<file path="src/rtl/sonar_pkg.sv">
// Shared types and default constants for the sonar echo responder.
//   width_t      : 20-bit echo width / cycle counter type
//   state_e      : per-channel FSM state encoding
//   MIN_TRIG, ECHO_DELAY, MAX_ECHO, HOLDOFF : default timing parameters
//   clamp_width  : maps a programmed width onto the echo width actually produced
package sonar_pkg;

    localparam int unsigned WIDTH_W = 20;

    typedef logic [WIDTH_W-1:0] width_t;

    typedef enum logic [2:0] {
        ST_IDLE  = 3'd0,
        ST_TRIG  = 3'd1,
        ST_DELAY = 3'd2,
        ST_ECHO  = 3'd3,
        ST_HOLD  = 3'd4
    } state_e;

    localparam int unsigned MIN_TRIG   = 20;
    localparam int unsigned ECHO_DELAY = 100;
    localparam width_t      MAX_ECHO   = 20'd882000;
    localparam int unsigned HOLDOFF    = 1000;

    // A zero or over-range programmed width means "no object": answer with max_w.
    function automatic width_t clamp_width(input width_t d, input width_t max_w);
        return ((d == '0) || (d > max_w)) ? max_w : d;
    endfunction

endpackage

</file>
<file path="src/rtl/sonar_echo_channel.sv">
// One sonar echo channel: trigger synchronizer, trigger-width qualification,
// fixed delay, programmable-width echo pulse and post-echo holdoff.
//   clk      : system clock, rising edge
//   reset    : asynchronous active-low reset
//   trig     : asynchronous trigger input
//   d        : programmed echo width in clk cycles (sampled when a trigger is accepted)
//   s        : registered echo pulse, high only while echoing
//   busy     : registered "channel not idle" flag
//   trig_err : registered one-cycle pulse when a trigger is rejected as too short
module sonar_echo_channel #(
    parameter int unsigned                  MIN_TRIG   = sonar_pkg::MIN_TRIG,
    parameter int unsigned                  ECHO_DELAY = sonar_pkg::ECHO_DELAY,
    parameter logic [sonar_pkg::WIDTH_W-1:0] MAX_ECHO  = sonar_pkg::MAX_ECHO,
    parameter int unsigned                  HOLDOFF    = sonar_pkg::HOLDOFF
) (
    input  logic                          clk,
    input  logic                          reset,
    input  logic                          trig,
    input  logic [sonar_pkg::WIDTH_W-1:0] d,
    output logic                          s,
    output logic                          busy,
    output logic                          trig_err
);
    import sonar_pkg::*;

    // Thresholds in counter width; timing parameters are expected to fit in 20 bits.
    localparam width_t MIN_W   = width_t'(MIN_TRIG);
    localparam width_t DELAY_W = width_t'(ECHO_DELAY);
    localparam width_t HOLD_W  = width_t'(HOLDOFF);
    localparam width_t ONE     = width_t'(1);
    localparam width_t CNT_SAT = '1;

    logic   sync1;
    logic   trig_s;
    state_e state;
    state_e state_nx;
    width_t cnt;
    width_t cnt_nx;
    width_t echo_w;
    width_t echo_w_nx;
    logic   err_nx;

    // Two-flop synchronizer for the asynchronous trigger.
    always_ff @(posedge clk or negedge reset) begin
        if (!reset) begin
            sync1  <= 1'b0;
            trig_s <= 1'b0;
        end else begin
            sync1  <= trig;
            trig_s <= sync1;
        end
    end

    // Next-state logic. A single counter is reused: trigger width in TRIG,
    // elapsed cycles in DELAY / ECHO / HOLD (each phase restarts it at 1).
    always_comb begin
        state_nx  = state;
        cnt_nx    = cnt;
        echo_w_nx = echo_w;
        err_nx    = 1'b0;
        case (state)
            ST_IDLE: begin
                if (trig_s) begin
                    state_nx = ST_TRIG;
                    cnt_nx   = ONE;
                end
            end
            ST_TRIG: begin
                if (trig_s) begin
                    if (cnt != CNT_SAT) begin
                        cnt_nx = cnt + ONE;
                    end
                end else if (cnt >= MIN_W) begin
                    state_nx  = ST_DELAY;
                    cnt_nx    = ONE;
                    echo_w_nx = clamp_width(d, MAX_ECHO);
                end else begin
                    state_nx = ST_IDLE;
                    cnt_nx   = '0;
                    err_nx   = 1'b1;
                end
            end
            ST_DELAY: begin
                if (cnt >= DELAY_W) begin
                    state_nx = ST_ECHO;
                    cnt_nx   = ONE;
                end else begin
                    cnt_nx = cnt + ONE;
                end
            end
            ST_ECHO: begin
                if (cnt >= echo_w) begin
                    state_nx = ST_HOLD;
                    cnt_nx   = ONE;
                end else begin
                    cnt_nx = cnt + ONE;
                end
            end
            ST_HOLD: begin
                // Holdoff elapsed: leave only once the trigger line is released,
                // so a trigger held across holdoff is never treated as new.
                if (cnt >= HOLD_W) begin
                    if (!trig_s) begin
                        state_nx = ST_IDLE;
                        cnt_nx   = '0;
                    end
                end else begin
                    cnt_nx = cnt + ONE;
                end
            end
            default: begin
                state_nx = ST_IDLE;
                cnt_nx   = '0;
            end
        endcase
    end

    // State, counters and registered outputs (outputs decoded from next state).
    always_ff @(posedge clk or negedge reset) begin
        if (!reset) begin
            state    <= ST_IDLE;
            cnt      <= '0;
            echo_w   <= '0;
            s        <= 1'b0;
            busy     <= 1'b0;
            trig_err <= 1'b0;
        end else begin
            state    <= state_nx;
            cnt      <= cnt_nx;
            echo_w   <= echo_w_nx;
            s        <= (state_nx == ST_ECHO);
            busy     <= (state_nx != ST_IDLE);
            trig_err <= err_nx;
        end
    end

endmodule

</file>
<file path="src/rtl/sonar_responder.sv">
// Three-channel sonar echo responder: each trigger input Tn is answered with an
// echo pulse Sn of programmed width Dn after a fixed delay; channels are independent.
//   clk            : system clock, rising edge
//   reset          : asynchronous active-low reset
//   T1, T2, T3     : trigger inputs
//   D1, D2, D3     : programmed echo widths (clk cycles)
//   S1, S2, S3     : registered echo outputs
//   busy[2:0]      : per-channel not-idle flags, bit 2 = channel 1 .. bit 0 = channel 3
//   trig_err[2:0]  : per-channel short-trigger reject pulses, same bit order
module sonar_responder #(
    parameter int unsigned                  MIN_TRIG   = sonar_pkg::MIN_TRIG,
    parameter int unsigned                  ECHO_DELAY = sonar_pkg::ECHO_DELAY,
    parameter logic [sonar_pkg::WIDTH_W-1:0] MAX_ECHO  = sonar_pkg::MAX_ECHO,
    parameter int unsigned                  HOLDOFF    = sonar_pkg::HOLDOFF
) (
    input  logic                          clk,
    input  logic                          reset,
    input  logic                          T1,
    input  logic                          T2,
    input  logic                          T3,
    input  logic [sonar_pkg::WIDTH_W-1:0] D1,
    input  logic [sonar_pkg::WIDTH_W-1:0] D2,
    input  logic [sonar_pkg::WIDTH_W-1:0] D3,
    output logic                          S1,
    output logic                          S2,
    output logic                          S3,
    output logic [2:0]                    busy,
    output logic [2:0]                    trig_err
);
    import sonar_pkg::*;

    // Channel 1
    sonar_echo_channel #(
        .MIN_TRIG   (MIN_TRIG),
        .ECHO_DELAY (ECHO_DELAY),
        .MAX_ECHO   (MAX_ECHO),
        .HOLDOFF    (HOLDOFF)
    ) u_ch1 (
        .clk      (clk),
        .reset    (reset),
        .trig     (T1),
        .d        (D1),
        .s        (S1),
        .busy     (busy[2]),
        .trig_err (trig_err[2])
    );

    // Channel 2
    sonar_echo_channel #(
        .MIN_TRIG   (MIN_TRIG),
        .ECHO_DELAY (ECHO_DELAY),
        .MAX_ECHO   (MAX_ECHO),
        .HOLDOFF    (HOLDOFF)
    ) u_ch2 (
        .clk      (clk),
        .reset    (reset),
        .trig     (T2),
        .d        (D2),
        .s        (S2),
        .busy     (busy[1]),
        .trig_err (trig_err[1])
    );

    // Channel 3
    sonar_echo_channel #(
        .MIN_TRIG   (MIN_TRIG),
        .ECHO_DELAY (ECHO_DELAY),
        .MAX_ECHO   (MAX_ECHO),
        .HOLDOFF    (HOLDOFF)
    ) u_ch3 (
        .clk      (clk),
        .reset    (reset),
        .trig     (T3),
        .d        (D3),
        .s        (S3),
        .busy     (busy[0]),
        .trig_err (trig_err[0])
    );

endmodule

</file>
<file path="config.mk">
export PLATFORM = sky130hd
export DESIGN_NAME = sonar_responder
export DESIGN_NICKNAME = d
export VERILOG_FILES = /design/src/rtl/sonar_pkg.sv /design/src/rtl/sonar_echo_channel.sv /design/src/rtl/sonar_responder.sv
export SDC_FILE = /design/constraint.sdc
export NUM_CORES = 1
export LEC_CHECK = 0
export ABC_CLOCK_PERIOD_IN_PS = 7300
export CAP_MARGIN = 25
export CORE_MARGIN = 8
export CORE_UTILIZATION = 30
export DETAILED_ROUTE_END_ITERATION = 7
export PLACE_DENSITY = 0.58
export SYNTH_ARGS = -nofsm -noshare
export SYNTH_HDL_FRONTEND = slang
export SYNTH_SLANG_ARGS = --single-unit
</file>
<file path="constraint.sdc">
create_clock -name clk -period 7.3 [get_ports clk]
set_input_delay 1.46 -clock clk [delete_from_list [all_inputs] [get_ports clk]]
set_output_delay 1.46 -clock clk [all_outputs]
set_load 0.03 [all_outputs]
</file>
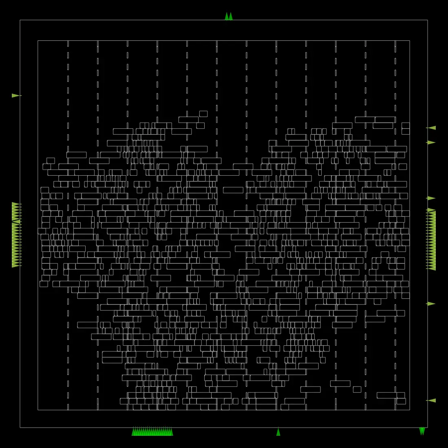
*Placement view*
fin util: 0.360
Seq/total area: 0.339
# Taps: 390

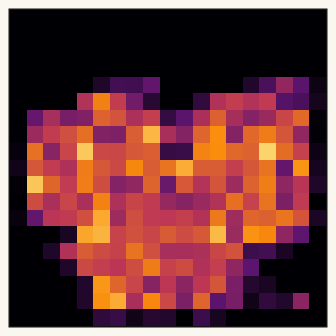
*Local utilization*
19 x 19 tiles, from black (low) to pale yellow (high), 0 to 100% covered.
emptiest ninth of the die: top left
tiles over 75% full: 4.4%
nearly empty tiles: 39%
mean over tiles: 28%
fullest tile: 91%

==> reports/metrics.cfg <==
[route]
drc = 0
drt-vias-per-instance = 5.30
ant_nets = 0

[finish]
clkCellAreaFrac = 0.0625
mostFrequentLayoutCells = dfrtp_1, nand2_1, inv_1
fin_cells = 1439
logic_area_mm2 = 0.00482

[power_and_ir_drop]
intPower_mw = 1.54
p_sw_frac = 0.230
peakVddDrop_mv = 0.184
power_density_mw_per_mm2 = 188

[synthesis]
common_cells = dfrtp_1, nand2_1, inv_1
ys_cells = 981
yosys.area.top_type = dfrtp_1
ys_ff = 144
synthArstFlopShare = 1.00

[run_status]
status = completed

[clocking]
cts_made_buffers = 17
tritoncts = built

[final_timing]
setup_viol = 0
hold-worst-slack_ns = 0.349
hold_viol = 0

[critical_path]
worstReg2RegStart = u_ch2.cnt[11]

[worst_hold_path]
holdPathStages = 0

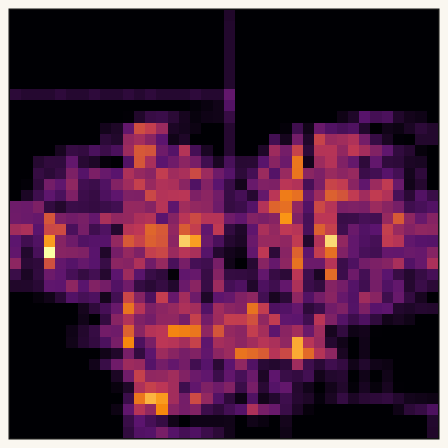
*Signal metal coverage by tile*
38 x 38 tiles, from black (low) to pale yellow (high), scaled to the fullest tile. Values are wire area over tile area, all layers added.
tiles over half the peak: 6.5%
nearly empty tiles: 39%
fullest tile: 0.59
mean over tiles: 0.10

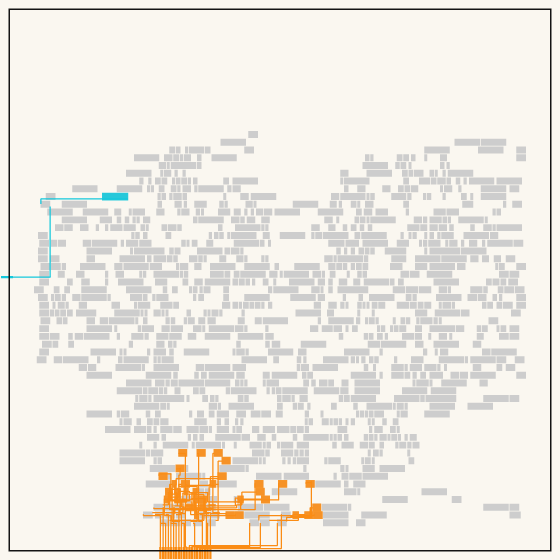
*Wires at chosen ports, followed through buffers*
[orange] D2 | bits: 20 | direction: input | edge: bottom | end cells: 34 | buffers: 20 | wire: 978 um
[cyan] S3 | bits: 1 | direction: output | edge: left | end cells: 1 | buffers: 1 | wire: 70.3 um

## routing by layer
layer	up-vias	global-route usage	wire length (um)	part of all wire
met5	-	0	0	0
met4	0	0.0301	280	0.012
met3	15	0.0296	999	0.043
met2	161	0.195	10000	0.44
met1	3717	0.188	11700	0.51
li1	3732	-	-	-
## critical path, cell delays in order, from the launching register on
cell and delay, ns:
dfrtp_1 0.45, ha_1 0.34, nand2_1 0.05, o21ai_0 0.26
a211oi_1 0.10, o31ai_1 0.64, o21a_1 0.66, nor2_1 0.40
a32o_1 0.35
## power groups by stage
stage	Combinational (mW)	Sequential, mW	Clock (mW)
floorplan	0.101	0.846	0
CTS	0.182	0.839	1.01
global route	0.203	0.842	1.04
finish	0.180	0.840	0.986
global placement	0.179	0.853	0
detailed placement	0.181	0.854	0
Power is estimated from default activity; no workload was simulated.
